==> config.mk <==
export PLATFORM = sky130hd
export DESIGN_NAME = frame_update_scheduler
export DESIGN_NICKNAME = d
export VERILOG_FILES = /design/src/rtl/frame_update_scheduler_pkg.sv /design/src/rtl/frame_update_scheduler_block_mem_mux.sv /design/src/rtl/frame_update_scheduler.sv
export SDC_FILE = /design/constraint.sdc
export NUM_CORES = 1
export LEC_CHECK = 0
export ABC_AREA = 1
export CAP_MARGIN = 20
export CORE_UTILIZATION = 50
export DETAILED_ROUTE_END_ITERATION = 10
export GPL_TIMING_DRIVEN = 0
export PLACE_DENSITY = 0.84
export SLEW_MARGIN = 20
export SYNTH_ARGS = -nofsm -noshare
export SYNTH_HDL_FRONTEND = slang
export SYNTH_SLANG_ARGS = --single-unit
export TNS_END_PERCENT = 1
==> constraint.sdc <==
create_clock -name clock -period 4.5 [get_ports clock]
set_clock_uncertainty 0.05 [all_clocks]
set_input_delay 0.45 -clock clock [delete_from_list [all_inputs] [get_ports clock]]
set_output_delay 0.45 -clock clock [all_outputs]
set_load 0.01 [all_outputs]
==> src/rtl/frame_update_scheduler_pkg.sv <==
`default_nettype none
// frame_update_scheduler_pkg: FSM state encodings and game-logic step indices. rev 1.0
package frame_update_scheduler_pkg;

  localparam int NSTEPS = 4;

  localparam logic [1:0] STEP_INPUT   = 2'd0;
  localparam logic [1:0] STEP_PADDLE  = 2'd1;
  localparam logic [1:0] STEP_BALL    = 2'd2;
  localparam logic [1:0] STEP_COLLIDE = 2'd3;

  typedef enum logic [1:0] {
    ST_IDLE    = 2'd0,
    ST_GRANT   = 2'd1,
    ST_RUN     = 2'd2,
    ST_RELEASE = 2'd3
  } state_t;

  function automatic logic [NSTEPS-1:0] step_onehot(input logic [1:0] k);
    logic [NSTEPS-1:0] v;
    v = '0;
    v[k] = 1'b1;
    return v;
  endfunction

endpackage
`default_nettype wire

==> src/rtl/frame_update_scheduler_block_mem_mux.sv <==
`default_nettype none
// block_mem_mux: hands the block-RAM port to the renderer (read-only) or the logic steps. rev 1.0
module block_mem_mux #(
  parameter int ADDR_W = 6,
  parameter int DATA_W = 4
) (
  input  logic              owner,
  input  logic [ADDR_W-1:0] rd_addr,
  input  logic [ADDR_W-1:0] lg_addr,
  input  logic              lg_we,
  input  logic [DATA_W-1:0] lg_wdata,
  output logic [ADDR_W-1:0] mem_addr,
  output logic              mem_we,
  output logic [DATA_W-1:0] mem_wdata
);

  always_comb begin
    if (owner) begin
      mem_addr  = lg_addr;
      mem_we    = lg_we;
      mem_wdata = lg_wdata;
    end else begin
      mem_addr  = rd_addr;
      mem_we    = 1'b0;
      mem_wdata = '0;
    end
  end

endmodule
`default_nettype wire

==> src/rtl/frame_update_scheduler.sv <==
`default_nettype none
// frame_update_scheduler: runs the per-frame logic steps during vertical blank and owns the block-RAM port. rev 1.0
module frame_update_scheduler
  import frame_update_scheduler_pkg::*;
#(
  parameter int ADDR_W  = 6,
  parameter int DATA_W  = 4,
  parameter int TIMEOUT = 1023
) (
  input  logic              clock,
  input  logic              reset,
  input  logic              frame_start,
  input  logic              visible,
  input  logic              pause,
  input  logic [NSTEPS-1:0] step_done,
  output logic [NSTEPS-1:0] step_start,
  output logic              busy,
  output logic              mem_owner,
  output logic              overrun,
  output logic              conflict,
  output logic [NSTEPS-1:0] timeout_flags,
  output logic [15:0]       frame_count,
  input  logic [ADDR_W-1:0] rd_addr,
  input  logic [ADDR_W-1:0] lg_addr,
  input  logic              lg_we,
  input  logic [DATA_W-1:0] lg_wdata,
  output logic [ADDR_W-1:0] mem_addr,
  output logic              mem_we,
  output logic [DATA_W-1:0] mem_wdata
);

  localparam int CNT_W = $clog2(TIMEOUT + 1);
  localparam logic [CNT_W-1:0] TIMEOUT_C = CNT_W'(TIMEOUT);

  state_t           state;
  logic [1:0]       step;
  logic [CNT_W-1:0] cnt;
  logic             paused;

  logic step_done_seen;
  logic hit_timeout;
  logic last_step;

  // step_start is only high in a step's first cycle, so it doubles as the "ignore done" marker
  always_comb begin
    step_done_seen = (step_start == '0) && step_done[step];
    hit_timeout    = (cnt == TIMEOUT_C);
    last_step      = paused || (step == STEP_COLLIDE);
  end

  always_ff @(posedge clock) begin
    if (reset) begin
      state         <= ST_IDLE;
      step          <= STEP_INPUT;
      cnt           <= '0;
      paused        <= 1'b0;
      step_start    <= '0;
      busy          <= 1'b0;
      mem_owner     <= 1'b0;
      overrun       <= 1'b0;
      conflict      <= 1'b0;
      timeout_flags <= '0;
      frame_count   <= '0;
    end else begin
      step_start <= '0;
      overrun    <= frame_start && (state != ST_IDLE);
      conflict   <= visible && mem_owner;
      case (state)
        ST_IDLE: begin
          if (frame_start) begin
            state     <= ST_GRANT;
            busy      <= 1'b1;
            mem_owner <= 1'b1;
          end
        end
        ST_GRANT: begin
          paused     <= pause;
          step       <= STEP_INPUT;
          cnt        <= '0;
          step_start <= step_onehot(STEP_INPUT);
          state      <= ST_RUN;
        end
        ST_RUN: begin
          if (step_done_seen || hit_timeout) begin
            if (!step_done_seen) begin
              timeout_flags[step] <= 1'b1;
            end
            cnt <= '0;
            if (last_step) begin
              state <= ST_RELEASE;
            end else begin
              step       <= step + 2'd1;
              step_start <= step_onehot(step + 2'd1);
            end
          end else begin
            cnt <= cnt + CNT_W'(1);
          end
        end
        ST_RELEASE: begin
          state       <= ST_IDLE;
          busy        <= 1'b0;
          mem_owner   <= 1'b0;
          frame_count <= frame_count + 16'd1;
        end
        default: state <= ST_IDLE;
      endcase
    end
  end

  block_mem_mux #(
    .ADDR_W (ADDR_W),
    .DATA_W (DATA_W)
  ) u_block_mem_mux (
    .owner     (mem_owner),
    .rd_addr   (rd_addr),
    .lg_addr   (lg_addr),
    .lg_we     (lg_we),
    .lg_wdata  (lg_wdata),
    .mem_addr  (mem_addr),
    .mem_we    (mem_we),
    .mem_wdata (mem_wdata)
  );

endmodule
`default_nettype wire

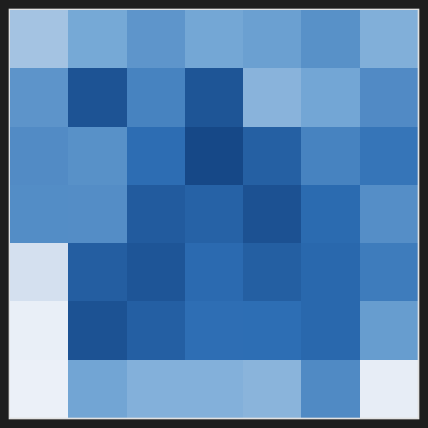
util_map.png
Drawn at 6 px/um. The die is cut into 7 by 7 equal tiles; white is low, dark blue is high, 0 to 100% covered.
The fullest tile reaches 90%. The emptiest ninth of the die: south-west. 37% of the tiles are over 75% full.
Core Box Area: 0.00409 mm2
fin util: 72.0%
FP Core Util: 53.2%

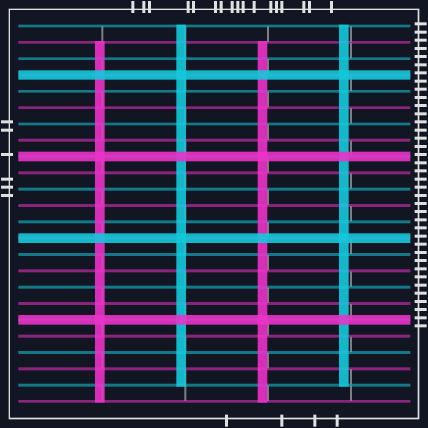
floorplan.png
Drawn at 6 px/um. Pins as bars on the die edge. Tap cells in gray.
Key: cyan = VDD; magenta = VSS
The core has 23 rows. 4 straps on met5.

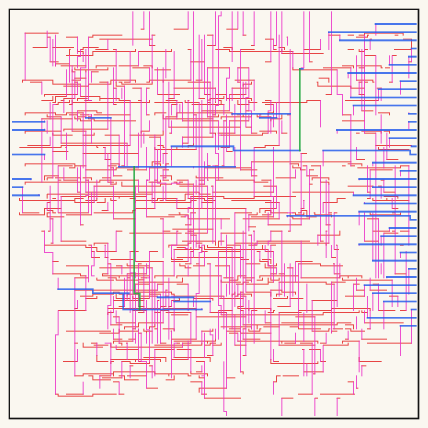
layers.png
Drawn at 6 px/um.
Key: red = M1 [wire length 2070 um]; blue = M3 [wire length 386 um]; green = M4 [wire length 38.3 um]; magenta = M2 [wire length 2150 um]

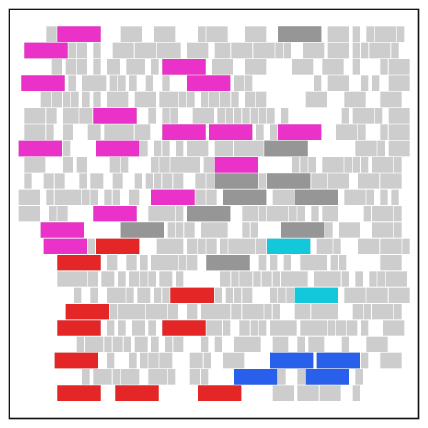
ff_map.png
Drawn at 6 px/um. Other sequential cells in the stronger gray, the rest of the logic in the fainter gray.
Key: magenta = `frame_count` [sequential cells 16]; cyan = `step` [sequential cells 2]; blue = `step_start` [sequential cells 4, where south-east]; red = `cnt` [sequential cells 10, where south-west]

==> job_summary.md <==
## Synthesis and layout report

| Metric | Value |
|---|---|
| Hold path startpoint | cnt[9] |
| # clk buffers | 7 |
| Top delay family on crit path | buffers and inverters |
| Row cnt | 23 |
| Critical path startpoint | mem_owner |
| Diodes inserted | 0 |
| DR WL met2 | between 2000 and 2500 um |
| Prevailing post-synth register cell | dfxtp_1 |
| Largest net degree at the start of global routing | 12 |
| Detailed-route via count | 2079 |
| Outcome | completed |
| Pleak | 0.00121 uW |
| DR WL met3 | 385 um |
| IO buf count | 63 |
| Worst path buffer plus inverter count | 2 |
| Routed vias/inst | 4.87 |
| Buffers, non-clock | 68 |
| Top cell type by total area after synthesis | dfxtp_1 |
| CTS tree | done |
| RSZ-0062 raised after global routing | no |
| Area fraction in and, or, nand and nor cells | 32.6% |
| Final setup vio count | 0 |
| Clk slew on worst S/H paths | 0.07 ns |
| CP peak stage delay | about 0.52 ns |
| Global Route Usage Sum | 20.6% |
| Filler cells | 337 |
| Met1 usage | 23.4% |
| ClkCell Share | 2.59% |
| Tool warnings | 36 |
| Crit-path max FO | 10 |
| Worst reg2reg endpoint | cnt[9] |
| Synth Area in XOR/XNOR | 3.22% |
| CTS Root Cell | clkbuf_8 |
| Cell Type Count | 29 |
| Postcts setup bufs | 0 |
| Synth async-reset ratio | 0% |
| Cell mode on critical path | nand2_1 |
| Max Cap Violations | 0 |
| Critical path's slowest cell | clkdlybuf4s50_1 |
| Yosys Instances | 307 |
| Post-DP HPWL | 3600 um |
| First-pass GRT wire length | about 7200 um |
| Met3 Track Usage GR | 5.67% |
| Drt first pass iters | 4 |
| Non-clock inverters | 43 |
## report_power, final
group          total (uW)  internal [uW]  switching (uW)
clock network         225            107             118
logic                 488            204             284
registers             459            414            45.8
## per-stage QoR
stage                     instances  cell area, um2  worst slack, ns  util [%]
after floorplan                 307            2170             2.95         -
after global placement          420            2870             2.44      70.2
after detailed placement        420            2870             2.42      70.2
after CTS                       427            2940             2.14      72.0
after global routing            427            2940             2.01      72.0
final                           427            2940             2.18      72.0
## flip-flops by register name (all words and copies together) (netlist names)
register       flops
step_start         4
frame_count       16
paused             1
timeout_flags      4
step               2
cnt               10
mem_owner          1
overrun            1
state              2
conflict           1
## logic make-up (layout without fill, tap and decap cells)
| family | Yosys count | in the layout |
|---|---|---|
| DFF | 42 | 42 |
| and+or+nand+nor | 159 | 159 |
| AOI/OAI and AO/OA | 36 | 36 |
| buffers and inverters | 48 | 118 |
| xor gates and xnor gates | 8 | 8 |
| adders and majority gates | 14 | 14 |
## how the worst max path moves through the flow
stage,slack (ns),endpoint,depth (start not counted)
after floorplan,2.95,cnt[9],7
after global placement,2.44,mem_addr[2],4
after detailed placement,2.42,mem_addr[4],4
after CTS,2.14,mem_addr[3],4
after global routing,2.01,mem_addr[1],4
final,2.18,mem_addr[3],4
## worst register-to-register path, delay by kind of cell (launching register included)
family | cells | cell delay (ns)
compound gates | 1 | 0.11
buf+inv | 2 | 0.18
simple gates | 3 | 0.62
fa+ha+maj | 1 | 0.38
flops | 1 | 0.36
## placed cells by master, fill, tap and decap left out, drive strengths merged
cell,n
o21bai,4
nor3b,3
nand3b,2
o21ai,11
nand4,3
nand2,77
a211oi,1
clkdlybuf4s50,63
o22ai,1
a31oi,1
or2,2
ha,14
nor2,46
buf,2
dfxtp,42
xnor2,3
clkbuf,10
nor3,10
nand3,16
a21oi,18
xor2,5
inv,43
Power and IR drop assume default switching activity.
